[src/rtl/conv_pkg.sv]
// Shared widths, FSM state type, column/sum payloads and kernel weights for the 3x3 filter.
// CONV3X3_SOBEL_EN selects the Sobel-magnitude sum layout instead of the Gaussian one.
package conv_pkg;

  localparam int unsigned PIX_W    = 8;
  localparam int unsigned IMG_W    = 64;
  localparam int unsigned COL_W    = 6;
  localparam int unsigned K_CORNER = 1;
  localparam int unsigned K_EDGE   = 2;
  localparam int unsigned WSUM_W   = PIX_W + 2;
  localparam int unsigned GSUM_W   = PIX_W + 4;
  localparam int unsigned GRAD_W   = PIX_W + 3;

  typedef enum logic [1:0] {IDLE, FILL1, FILL2, RUN} state_e;

  // One vertical column: bottom row in the high byte, top row in the low byte
  typedef struct packed {
    logic [PIX_W-1:0] bot;
    logic [PIX_W-1:0] mid;
    logic [PIX_W-1:0] top;
  } col_t;

  typedef struct packed {
`ifdef CONV3X3_SOBEL_EN
    logic [GRAD_W-1:0] gx;
    logic [GRAD_W-1:0] gy;
`else
    logic [GSUM_W-1:0] gsum;
`endif
  } sums_t;

  // 1-2-1 weighted sum of three pixels
  function automatic logic [WSUM_W-1:0] wsum121(input logic [PIX_W-1:0] a,
                                                input logic [PIX_W-1:0] b,
                                                input logic [PIX_W-1:0] c);
    return WSUM_W'(a) * WSUM_W'(K_CORNER) + WSUM_W'(b) * WSUM_W'(K_EDGE)
         + WSUM_W'(c) * WSUM_W'(K_CORNER);
  endfunction

endpackage

[src/rtl/conv3x3_filter_if.sv]
// Column-in / pixel-out bus of the 3x3 filter; master drives columns, slave is the filter.
interface conv3x3_filter_if;
  import conv_pkg::*;

  logic             in_valid;
  col_t             three_rows;
  logic [COL_W-1:0] in_col;
  logic             out_valid;
  logic [PIX_W-1:0] pixel_out;
  logic [COL_W-1:0] out_col;

  modport master (output in_valid, three_rows, in_col,
                  input  out_valid, pixel_out, out_col);
  modport slave  (input  in_valid, three_rows, in_col,
                  output out_valid, pixel_out, out_col);
endinterface

[src/rtl/conv3x3_kernel.sv]
// Stage-1 arithmetic: combinational window sums (Gaussian, or Gx/Gy with CONV3X3_SOBEL_EN).
module conv3x3_kernel
  import conv_pkg::*;
(
  input  col_t  w0,
  input  col_t  w1,
  input  col_t  w2,
  output sums_t sums
);

`ifdef CONV3X3_SOBEL_EN
  logic [WSUM_W-1:0] right_c, left_c, bot_c, top_c;

  // Gx: right column minus left column; Gy: bottom row minus top row
  always_comb begin
    right_c = wsum121(w0.top, w0.mid, w0.bot);
    left_c  = wsum121(w2.top, w2.mid, w2.bot);
    bot_c   = wsum121(w2.bot, w1.bot, w0.bot);
    top_c   = wsum121(w2.top, w1.top, w0.top);
    sums.gx = GRAD_W'(right_c) - GRAD_W'(left_c);
    sums.gy = GRAD_W'(bot_c) - GRAD_W'(top_c);
  end
`else
  // Separable 1-2-1 x 1-2-1 kernel
  always_comb begin
    sums.gsum = GSUM_W'(wsum121(w2.top, w2.mid, w2.bot))
              + GSUM_W'(wsum121(w1.top, w1.mid, w1.bot)) * GSUM_W'(K_EDGE)
              + GSUM_W'(wsum121(w0.top, w0.mid, w0.bot));
  end
`endif

endmodule

[src/rtl/conv3x3_filter.sv]
// 3x3 streaming filter: column window, fill FSM, two-stage compute pipeline.
// Gaussian by default; define CONV3X3_SOBEL_EN for clamped Sobel magnitude.
module conv3x3_filter
  import conv_pkg::*;
#(
  parameter int unsigned PIX_W = conv_pkg::PIX_W,
  parameter int unsigned IMG_W = conv_pkg::IMG_W
) (
  input logic             clk,
  input logic             reset,
  conv3x3_filter_if.slave bus
);

  localparam int unsigned COL_L   = $clog2(IMG_W);
  localparam int unsigned PIX_MAX = (1 << PIX_W) - 1;

  state_e           state, state_next;
  logic             restart_c, issue_c;
  col_t             w0, w1, w2;
  logic [COL_L-1:0] last_col;
  logic             v0, v1;
  logic [COL_W-1:0] col0, col1;
  sums_t            sums, s1;
  logic [PIX_W-1:0] pix_c;

  always_ff @(posedge clk) begin
    if (reset) state <= IDLE;
    else       state <= state_next;
  end

  // A column restarts the window unless it directly follows the previous one
  always_comb begin
    state_next = state;
    restart_c  = 1'b0;
    if (bus.in_valid) begin
      restart_c = (bus.in_col == '0) || (state == IDLE) ||
                  (bus.in_col != COL_L'(last_col + 1'b1));
      if (restart_c) begin
        state_next = FILL1;
      end else begin
        case (state)
          FILL1:   state_next = FILL2;
          FILL2:   state_next = RUN;
          default: state_next = RUN;
        endcase
      end
    end
  end

  always_comb begin
    issue_c = 1'b0;
    if (bus.in_valid && (state_next == RUN)) issue_c = 1'b1;
  end

  conv3x3_kernel u_kernel (
    .w0   (w0),
    .w1   (w1),
    .w2   (w2),
    .sums (sums)
  );

`ifdef CONV3X3_SOBEL_EN
  logic [GRAD_W-1:0] ax_c, ay_c;
  logic [GRAD_W:0]   mag_c;

  always_comb begin
    ax_c  = s1.gx[GRAD_W-1] ? GRAD_W'(-s1.gx) : s1.gx;
    ay_c  = s1.gy[GRAD_W-1] ? GRAD_W'(-s1.gy) : s1.gy;
    mag_c = (GRAD_W+1)'(ax_c) + (GRAD_W+1)'(ay_c);
    pix_c = (mag_c > (GRAD_W+1)'(PIX_MAX)) ? PIX_W'(PIX_MAX) : PIX_W'(mag_c);
  end
`else
  always_comb pix_c = PIX_W'(s1.gsum >> 4);
`endif

  // Window shift, then issue flag -> stage-1 sums -> stage-2 result
  always_ff @(posedge clk) begin
    if (reset) begin
      w0            <= '0;
      w1            <= '0;
      w2            <= '0;
      last_col      <= '0;
      v0            <= 1'b0;
      col0          <= '0;
      v1            <= 1'b0;
      col1          <= '0;
      s1            <= '0;
      bus.out_valid <= 1'b0;
      bus.pixel_out <= '0;
      bus.out_col   <= '0;
    end else begin
      if (bus.in_valid) begin
        w2       <= w1;
        w1       <= w0;
        w0       <= bus.three_rows;
        last_col <= COL_L'(bus.in_col);
      end
      v0 <= issue_c;
      if (issue_c) col0 <= COL_W'(bus.in_col - 1'b1);
      v1 <= v0;
      if (v0) begin
        s1   <= sums;
        col1 <= col0;
      end
      bus.out_valid <= v1;
      if (v1) begin
        bus.pixel_out <= pix_c;
        bus.out_col   <= col1;
      end
    end
  end

endmodule

[src/flat_wrapper.sv]
// flat-port wrapper written by rule: the top's interface ports become plain ports
module conv3x3_filter_flat import conv_pkg::*;
#(
  parameter int unsigned PIX_W = conv_pkg::PIX_W,
  parameter int unsigned IMG_W = conv_pkg::IMG_W
)
  (clk, reset, bus_in_valid, bus_three_rows, bus_in_col, bus_out_valid, bus_pixel_out, bus_out_col);
  conv3x3_filter_if bus_i ();
  input logic clk;
  input logic reset;
  input wire logic [$bits(bus_i.in_valid)-1:0] bus_in_valid;
  input wire logic [$bits(bus_i.three_rows)-1:0] bus_three_rows;
  input wire logic [$bits(bus_i.in_col)-1:0] bus_in_col;
  output wire logic [$bits(bus_i.out_valid)-1:0] bus_out_valid;
  output wire logic [$bits(bus_i.pixel_out)-1:0] bus_pixel_out;
  output wire logic [$bits(bus_i.out_col)-1:0] bus_out_col;
  assign bus_i.in_valid = bus_in_valid;
  assign bus_i.three_rows = bus_three_rows;
  assign bus_i.in_col = bus_in_col;
  assign bus_out_valid = bus_i.out_valid;
  assign bus_pixel_out = bus_i.pixel_out;
  assign bus_out_col = bus_i.out_col;
  conv3x3_filter #(.PIX_W(PIX_W), .IMG_W(IMG_W)) u_core (.clk(clk), .reset(reset), .bus(bus_i));
endmodule
[config.mk]
export PLATFORM = sky130hd
export DESIGN_NAME = conv3x3_filter_flat
export DESIGN_NICKNAME = d
export VERILOG_FILES = /design/src/rtl/conv_pkg.sv /design/src/rtl/conv3x3_filter_if.sv /design/src/rtl/conv3x3_kernel.sv /design/src/rtl/conv3x3_filter.sv /design/src/flat_wrapper.sv
export SDC_FILE = /design/constraint.sdc
export NUM_CORES = 1
export LEC_CHECK = 0
export CORE_MARGIN = 4
export CORE_UTILIZATION = 42
export DETAILED_ROUTE_END_ITERATION = 6
export MAX_ROUTING_LAYER = met4
export PLACE_DENSITY_LB_ADDON = 0.2
export RECOVER_POWER = 25
export SKIP_CTS_REPAIR_TIMING = 1
export SYNTH_ARGS = -nofsm -noshare
export SYNTH_HDL_FRONTEND = slang
export SYNTH_HIERARCHICAL = 1
export SYNTH_SLANG_ARGS = --single-unit
[constraint.sdc]
create_clock -name clk -period 8.5 [get_ports clk]
set_input_delay 1.275 -clock clk [delete_from_list [all_inputs] [get_ports clk]]
set_output_delay 1.275 -clock clk [all_outputs]
set_load 0.02 [all_outputs]
Fig. 1: run 1, wires at chosen ports, followed through buffers
Scale: 3 px per um.
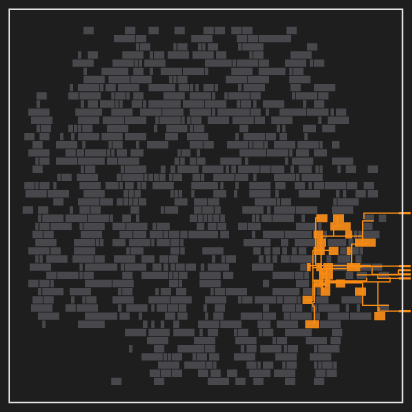
legend:
  orange:
    port: `bus_in_col`
    bits: 6
    direction: input
    end_cells: 28
    buffers: 6
    wire: 341 um

Fig. 2: run 1, ports around the boundary
Scale: 2 px per um. Pins as bars across the die edge, other pins in gray.
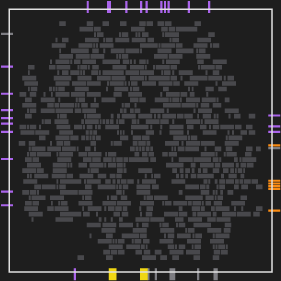
legend:
  purple:
    port: `bus_three_rows`
    pins: 24
    direction: input
    edge: 11 top, 9 left, 3 right, 1 bottom
  yellow:
    port: `bus_pixel_out`
    pins: 8
    direction: output
    edge: bottom
  orange:
    port: `bus_in_col`
    pins: 6
    direction: input
    edge: right
all pins by edge: 17 bottom, 11 top, 10 right, 10 left

==> qor.yml, run 1 <==
critical_path:
  reg2reg_from: "u_core/w1[1]"
  crit_required_ps: 8720
  rr_worst_depth: 23
  cp.arrival_ps: 5540
  worst_path_largest_cell_delay_ps: 550
  cp-endpoint: "u_core/s1[11]"
  cp-startpoint: "u_core/w1[1]"
  end_kind: "register"
  crit_slowest_cell: "fa_1"
  critPathLaunchType: "register"
  path_class: "register to register"
  worstPathMaxFanout: 6
placement:
  place_inst: 811
  io_buffer_count: 47
  pre_cts_slack_ps: 3240
clocking:
  htree_levels: 4
  cts_tree: "yes"
  clk_latency_ps: 420
  cts_buffers: 17
  clockBufferDepth: 2
  cts.sinks: 117
  cts_root_buffer: "clkbuf_16"
  clkTransAtPathRegs_ps: 50
hold_path:
  hold_class: "register to register"
  hold_depth: 2
  min_from: "u_core/state[1]"
  hold_end: "u_core/state[1]"
route:
  dr.pass1.iters: 4
  viasPerCell: 4.93
  drc: 0
  ant_nets: 0
  vias: 4158
  drtIter0Drc: 214
  drt-total-wl_um: 11300
cells_and_area:
  area_growth_pct: 19.2
  drive_gt1_share_pct: 8.04
  diodes: 0
  fin_nets: 754
  design_area_sq_um: 7520
status:
  status: "finished with violations"
  violations: "capacitance limit, slew limit"
die:
  die_w_um: 131
  rows: 44
  die_h_um: 131
  chip_area_sq_um: 17100
  ios: 48
  fp_util_pct: 43.1
  core_sq_um: 14600
power:
  seqPwrFrac_pct: 36.7
  cellLeakagePower_nw: 3.21
  p_clk_mw: 0.776
  power_frac_clock_pct: 49.1
  max-vdd-ir-drop_mv: 0.118
  p_int_mw: 1.19
  p_switching_mw: 0.387
  totalPowerFinal_mw: 1.58
  switching_share_pct: 24.5
  comb_power_share_pct: 14.2
  pg_seq_mw: 0.579
  powerDensity_nw_per_um2: 210
  p_comb_mw: 0.225
  power_leader: "clock"
final_timing:
  fmax_mhz: 188
  slew_headroom_pct: -108
  layout_setup_ws_ps: 3180
  setup_tns_ps: 0
  rsz0062_at_grt: "false"
  fin_crit_ps: 5320
  slew_violations: 120
  tightest_slew_ps: 3110
  hold_ws_ps: 485
  finalSetupViolations: 0
  skew_ps: 13.0
  hold_viol_final: 0
synthesis:
  post_synth.cell_area_avg_sq_um: 10.4
  fp_nets: 715
  yosys_warnings: 6
run:
  max-cap-violations: 2
  warning_count: 31
global_routing:
  grt_overflow: 0
  grt_pass1_wl_um: 19700
  grt_max_degree: 70
  track_usage_pct: 14.9
Fig. 3: run 1, wiring by layer
Scale: 3 px per um.
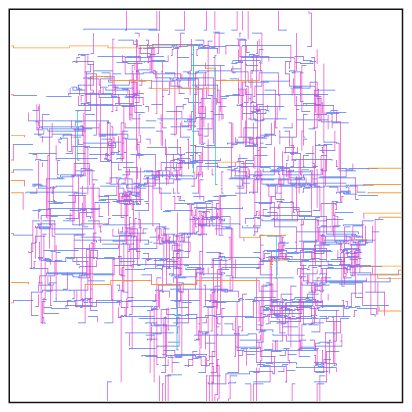
legend:
  cyan:
    layer: met4
    wire_length: 133 um
  blue:
    layer: met1
    wire_length: 5150 um
  orange:
    layer: met3
    wire_length: 335 um
  magenta:
    layer: met2
    wire_length: 5660 um

## run 1: cell usage in the layout (no fill, tap or decap), types with 5 or more instances in the layout
cell type / instances
fa_1: 46
nor2b_1: 5
bufinv_16: 5
ha_1: 29
mux2i_1: 106
nor3_1: 7
a211oi_2: 6
o21ai_0: 5
nand3_1: 6
a21oi_1: 12
clkdlybuf4s50_1: 45
xor2_1: 8
inv_1: 57
xnor2_1: 13
a31oi_1: 6
clkbuf_16: 17
nor2_1: 113
dfxtp_1: 117
## run 1: cell type report
type | count | area, sq um
flip-flops and latches | 117 | 2340
repair buffers | 49 | 473
clock buffers | 19 | 443
multi-input cells | 404 | 3620
clock inverters | 13 | 204
fillers | 1327 | 7120
well taps | 184 | 230
inverters | 57 | 214
## run 1: flip-flops by register name, summed over array words and instances, names as in the netlist
register	flops
u_core/w0	24
u_core/w1	24
u_core/w2	24
u_core/bus.pixel_out	8
u_core/s1	8
u_core/bus.out_col	6
u_core/col0	6
u_core/col1	6
u_core/last_col	6
u_core/state	2
u_core/bus.out_valid	1
u_core/v0	1
u_core/v1	1
## run 1: metal layers
| layer | share of wire, % | track usage [%] | vias to the layer above |
|---|---|---|---|
| met5 | 0 | - | - |
| met4 | 1.2 | 5.87 | 0 |
| met3 | 3.0 | 4.07 | 13 |
| met2 | 50 | 23.9 | 45 |
| met1 | 46 | 18.1 | 2023 |
| li1 | - | - | 2077 |
## run 1: worst max-delay path: cells and delay by family (launching register included)
| family | cells | cell delay, ps |
|---|---|---|
| flip-flops | 1 | 330 |
| AND-OR/OR-AND | 7 | 1050 |
| AND/OR/NAND/NOR | 2 | 180 |
| adder cells (fa/ha/maj) | 8 | 3040 |
| multiplexers | 1 | 130 |
| XOR/XNOR | 2 | 250 |
| buffers and inverters | 3 | 150 |
Fig. 4: run 1, track usage over the die
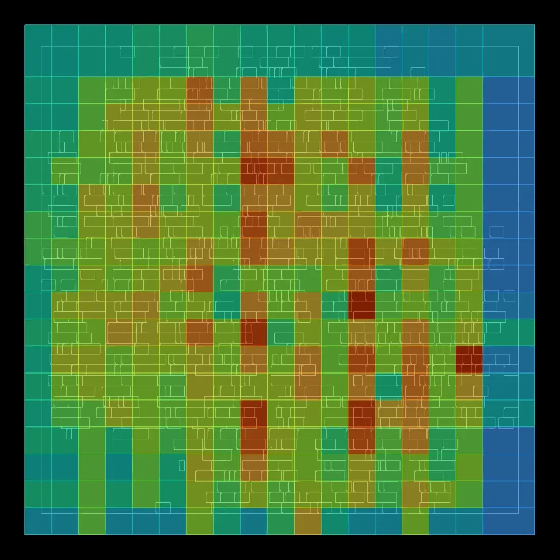

==> run 2, diff against run 1 <==
- clock period: 8.5 -> 5.04 ns (I/O delays scaled with it)
Fig. 5: run 2, track usage over the die
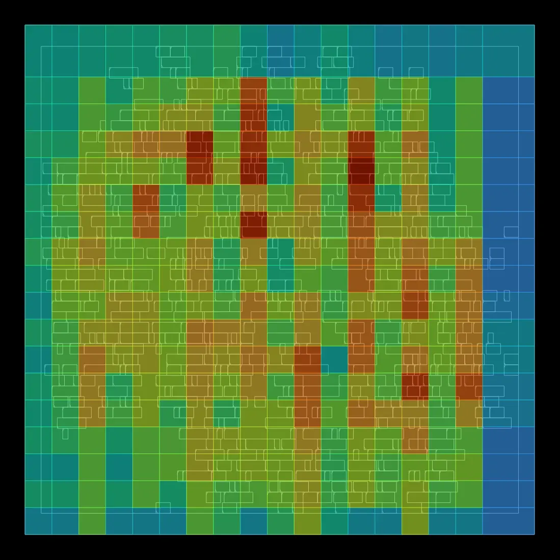
global-route track usage on met2: 23.8%
all-layer global routing usage: 14.3%
post-layout utilization of the core: 51.3%
GR Util met1: 17.0%

Fig. 6: run 2, wires at chosen ports, followed through buffers
Scale: 3 px per um.
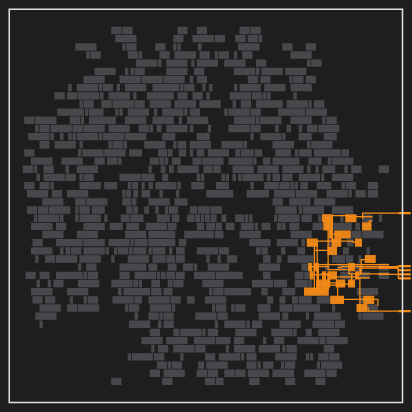
legend:
  orange:
    port: `bus_in_col`
    bits: 6
    direction: input
    end_cells: 28
    buffers: 6
    wire: 337 um

==> run 2 against run 1 <==
  * The run still ends with capacitance limit, slew limit left
  * Utilization fell by 0.12 points
  * Synthesized cell count unchanged
  * Sequential power is 69% higher
  * Non-clock buffer count is 7 higher
  * Final area shrank 0.23%
  * Critical endpoint is now u_core/s1[10]
==> qor.yml, run 2 <==
final_timing:
  tightest_slew_ps: 2350
  hold_viol_final: 0
  fmax_mhz: 207
  slew_violations: 34
  skew_ps: 11.7
  finalSetupViolations: 0
  slew_headroom_pct: -56.8
  fin_crit_ps: 4840
  layout_setup_ws_ps: 203
  setup_tns_ps: 0
  rsz0062_at_grt: "true"
cells_and_area:
  fill_cells: 1345
  most-common-layout-cells: "116 x dfxtp_1, 113 x nor2_1, 106 x mux2i_1"
  area_growth_pct: 18.9
  final_common_cell: "dfxtp_1"
  diodes: 0
  design_area_sq_um: 7510
  fin_nets: 761
synthesis:
  fp_nets: 715
  yosys_warnings: 6
  post_synth.cell_area_avg_sq_um: 10.4
status:
  status: "finished with violations"
  violations: "capacitance limit, slew limit"
critical_path:
  cp.arrival_ps: 5110
  rr_worst_depth: 22
  critPathLaunchType: "register"
  crit_required_ps: 5310
  r2r_setup_slack_ps: 200
  end_kind: "register"
  reg2reg_from: "u_core/w1[17]"
  crit_slowest_cell: "fa_1"
  worst_path_largest_cell_delay_ps: 540
  path_class: "register to register"
  worstPathMaxFanout: 4
power:
  totalPowerFinal_mw: 2.41
  cellLeakagePower_nw: 3.19
route:
  drt-total-wl_um: 11100
  drtIter0Drc: 117
  viasPerCell: 4.86
  vias: 4108
  dr.pass1.iters: 6
  ant_nets: 0
clocking:
  cts.sinks: 117
  clk_latency_ps: 400
  cts_root_buffer: "clkbuf_16"
  clkTransAtPathRegs_ps: 50
  htree_levels: 4
  clockBufferDepth: 2
  cts_tree: "yes"
hold_path:
  hold_end: "u_core/bus.out_col[3]"
  min_from: "u_core/bus.out_col[3]"
  hold_class: "register to register"
  hold_depth: 2
die:
  rows: 44
  die_w_um: 131
  ios: 48
  chip_area_sq_um: 17100
  core_sq_um: 14600
  fp_util_pct: 43.1
  die_h_um: 131
run:
  warning_count: 32
  max-cap-violations: 1
global_routing:
  grt_overflow: 0
  grt_pass1_wl_um: 19100
placement:
  pre_cts_slack_ps: -129
  gp_congestion: 0.791
  place_inst: 818
  io_buffer_count: 47
-- run 2: how the worst max path moves through the flow --
stage	startpoint	end	slack, ps
after floorplan	u_core/w1[1]	u_core/s1[11]	120
after global placement	u_core/w1[1]	u_core/s1[11]	-70
after detailed placement	u_core/w1[1]	u_core/s1[11]	-130
after CTS	u_core/w1[1]	u_core/s1[11]	-160
after global routing	u_core/w1[17]	u_core/s1[11]	-100
final	u_core/w1[17]	u_core/s1[10]	200
-- run 2: layer usage --
layer	GRT usage, %	part of all wire, %	up-vias	routed length (um)
met5	-	0	-	0
met4	3.99	0.83	0	93
met3	4.31	3.1	6	346
met2	23.8	50	43	5530
met1	17.0	46	1961	5180
li1	-	-	2098	-
-- run 2: worst max-delay path: cells and delay by family (launching register included) --
family          cells  cell delay [ps]
xor+xnor            2              310
flops               1              320
mux                 1              130
buf+inv             3              130
simple gates        2              190
fa+ha+maj           8             2790
compound gates      6              840
-- run 2: power breakdown --
group / switching [mW] / internal [mW]
Combinational: 0.210 / 0.189
Clock: 0.375 / 0.663
Sequential: 0.0252 / 0.952
-- run 2: stage by stage --
step | util (%) | hold slack (ps)
finish | 51.3 | 489
global route | 51.3 | 508
CTS | 50.9 | 485
detailed placement | 47.4 | 475
global placement | 47.4 | 469
floorplan | - | 456
-- run 2: layout make-up --
type | instances | area, sq um | area share [%]
clock buffers | 23 | 488 | 6.50
clock inverters | 5 | 27.5 | 0.367
flip-flops and latches | 117 | 2340 | 31.2
multi-input cells | 404 | 3670 | 48.9
repair buffers | 56 | 529 | 7.05
well taps | 184 | 230 | 3.07
inverters | 57 | 214 | 2.85
Power is estimated from default activity; no workload was simulated.
